placement_by_type.png
Fill, decap, tap and diode cells in grey.
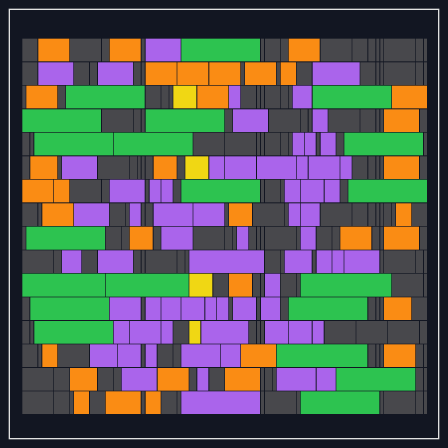
placement.png
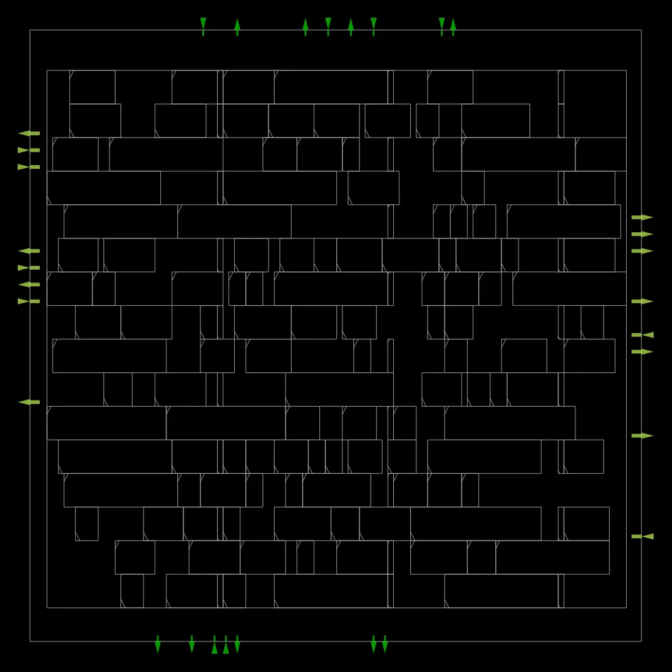
layer_met2.png
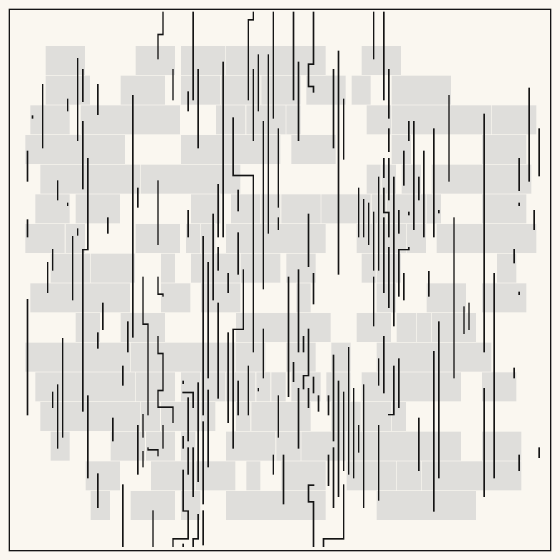
==> config.mk <==
export PLATFORM = sky130hd
export DESIGN_NAME = spi_cmd_addr_sequencer
export DESIGN_NICKNAME = d
export VERILOG_FILES = /design/src/rtl/spi_exp_pkg.sv /design/src/rtl/spi_addr_counter.sv /design/src/rtl/spi_cmd_addr_sequencer.sv
export SDC_FILE = /design/constraint.sdc
export NUM_CORES = 1
export LEC_CHECK = 0
export CAP_MARGIN = 20
export CORE_UTILIZATION = 45
export DETAILED_ROUTE_END_ITERATION = 10
export GPL_TIMING_DRIVEN = 0
export MAX_ROUTING_LAYER = met4
export PLACE_DENSITY_LB_ADDON = 0.1
export SYNTH_ARGS = -nofsm -noshare
export SYNTH_HDL_FRONTEND = slang
export SYNTH_HIERARCHICAL = 1
export SYNTH_SLANG_ARGS = --single-unit
==> constraint.sdc <==
create_clock -name clk -period 1.8 [get_ports clk]
set_input_delay 0.27 -clock clk [delete_from_list [all_inputs] [get_ports clk]]
set_output_delay 0.27 -clock clk [all_outputs]
set_load 0.1 [all_outputs]
==> impl_metrics.json <==
{
  "clk_latency_ns": 0.29,
  "endpoint_kind": "primary output",
  "hold_violations": 0,
  "drt_first_pass_iters": 5,
  "regToRegSetupSlack_ns": 0.12,
  "crit_arrival_ns": 1.49,
  "rsz0062_at_grt": "no",
  "drive_above_1_share_pct": 36.3,
  "ys_chip_area_mm2": 0.00102,
  "gp_congestion": 0.790,
  "vias": 780,
  "path_class": "reg2out",
  "slew_viol_final": 0,
  "nFillCells": 169,
  "wl_per_cell_um": 12.9,
  "io_buffers": 29,
  "yosys.area.top_type": "dfrtp_1",
  "post_cts_buffers": 2,
  "status": "finished, final reports clean",
  "period_used_pct": 97.7,
  "relSlewSlack_pct": 36.9,
  "vias_per_cell": 5.17,
  "drv_cap": 0,
  "cp_top_family": "buffers and inverters",
  "cts_resized": 35,
  "worst_pin_slew_ns": 0.951,
  "pin_count": 31,
  "hold-worst-slack_ns": 0.392,
  "max_stage_delay_ns": 0.85,
  "path_cells": "dlygate4sd2_1",
  "antenna_found_initial": 0,
  "min_path_type": "in2reg",
  "log.warning_count": 30,
  "cts_inserted_buffers": 3
}
-- placement_by_type.png (at the start) --
| colour | class | cells |
|---|---|---|
| yellow | clock drivers and dummy loads | 4 |
| purple | combinational and other logic | 66 |
| orange | remaining buffers and delay cells | 34 |
| green | sequential cells | 20 |
fin area: 0.00140 mm²
register share of the cell area: 36.5%
FP Rows: 16
core area: 0.00204 mm²

-- placement.png (at the start) --
Final Core Density: 68.4%
tap cells: 27
seq_cells: 20

-- layer_met2.png (at the start) --
main direction: vertical
share of all routed wire: 49%
drt total wl: 1950 µm
M2 GR Usage: 29.5%

==> cell families (layout without fill, tap and decap cells) <==
group,after synthesis,in the layout,share of synthesized area [%]
simple gates,22,22,12.7
flops,20,20,49.3
compound gates,16,16,11.1
mux,14,14,15.0
buf+inv,10,44,4.56
fa+ha+maj,5,5,6.16
other cells,1,2,0.369
xor+xnor,1,1,0.862
==> tightest hold or removal path: stages <==
cell and delay (ns):
buf_2 0.20, nand3b_1 0.14, nor3_1 0.05
==> per-layer routing <==
metal	global-route usage (%)	share of wire, %	vias to the layer above	wire length [µm]
met5	-	0	-	0
met2	29.5	49	31	955
met1	24.8	45	372	884
met4	5.71	0.26	0	5
li1	-	-	375	-
met3	4.01	5.4	2	106
==> final cells by class <==
class | count | area share [%]
buffer | 3 | 1.43
clock buffer | 4 | 1.88
inverter | 6 | 1.79
multi-input combinational | 60 | 35.5
sequential | 20 | 36.5
tap | 27 | 2.42
timing repair buffer | 31 | 20.4
==> synth_stat cells (2+ instances only) <==
cell type and n:
dfrtp_1 20, mux2_2 10, nand2_1 6, a21oi_1 5, ha_1 5, inv_1 4, mux2i_1 4, nor2_1 4
nor2b_1 3, o21ai_0 3, buf_4 2, inv_2 2, nand2b_1 2, nand3b_1 2, nor3_1 2
==> per-stage QoR <==
step	area [µm²]	cells	utilization (%)	setup WS (ns)
2_1_floorplan	1050	90	-	-0.0131
5_1_grt	1400	151	68.4	0.000948
4_1_cts	1410	151	69.1	0.0000709
3_5_place_dp	1380	146	67.5	-0.289
6_report	1400	151	68.4	0.0408
3_3_place_gp	1380	146	67.5	-0.282
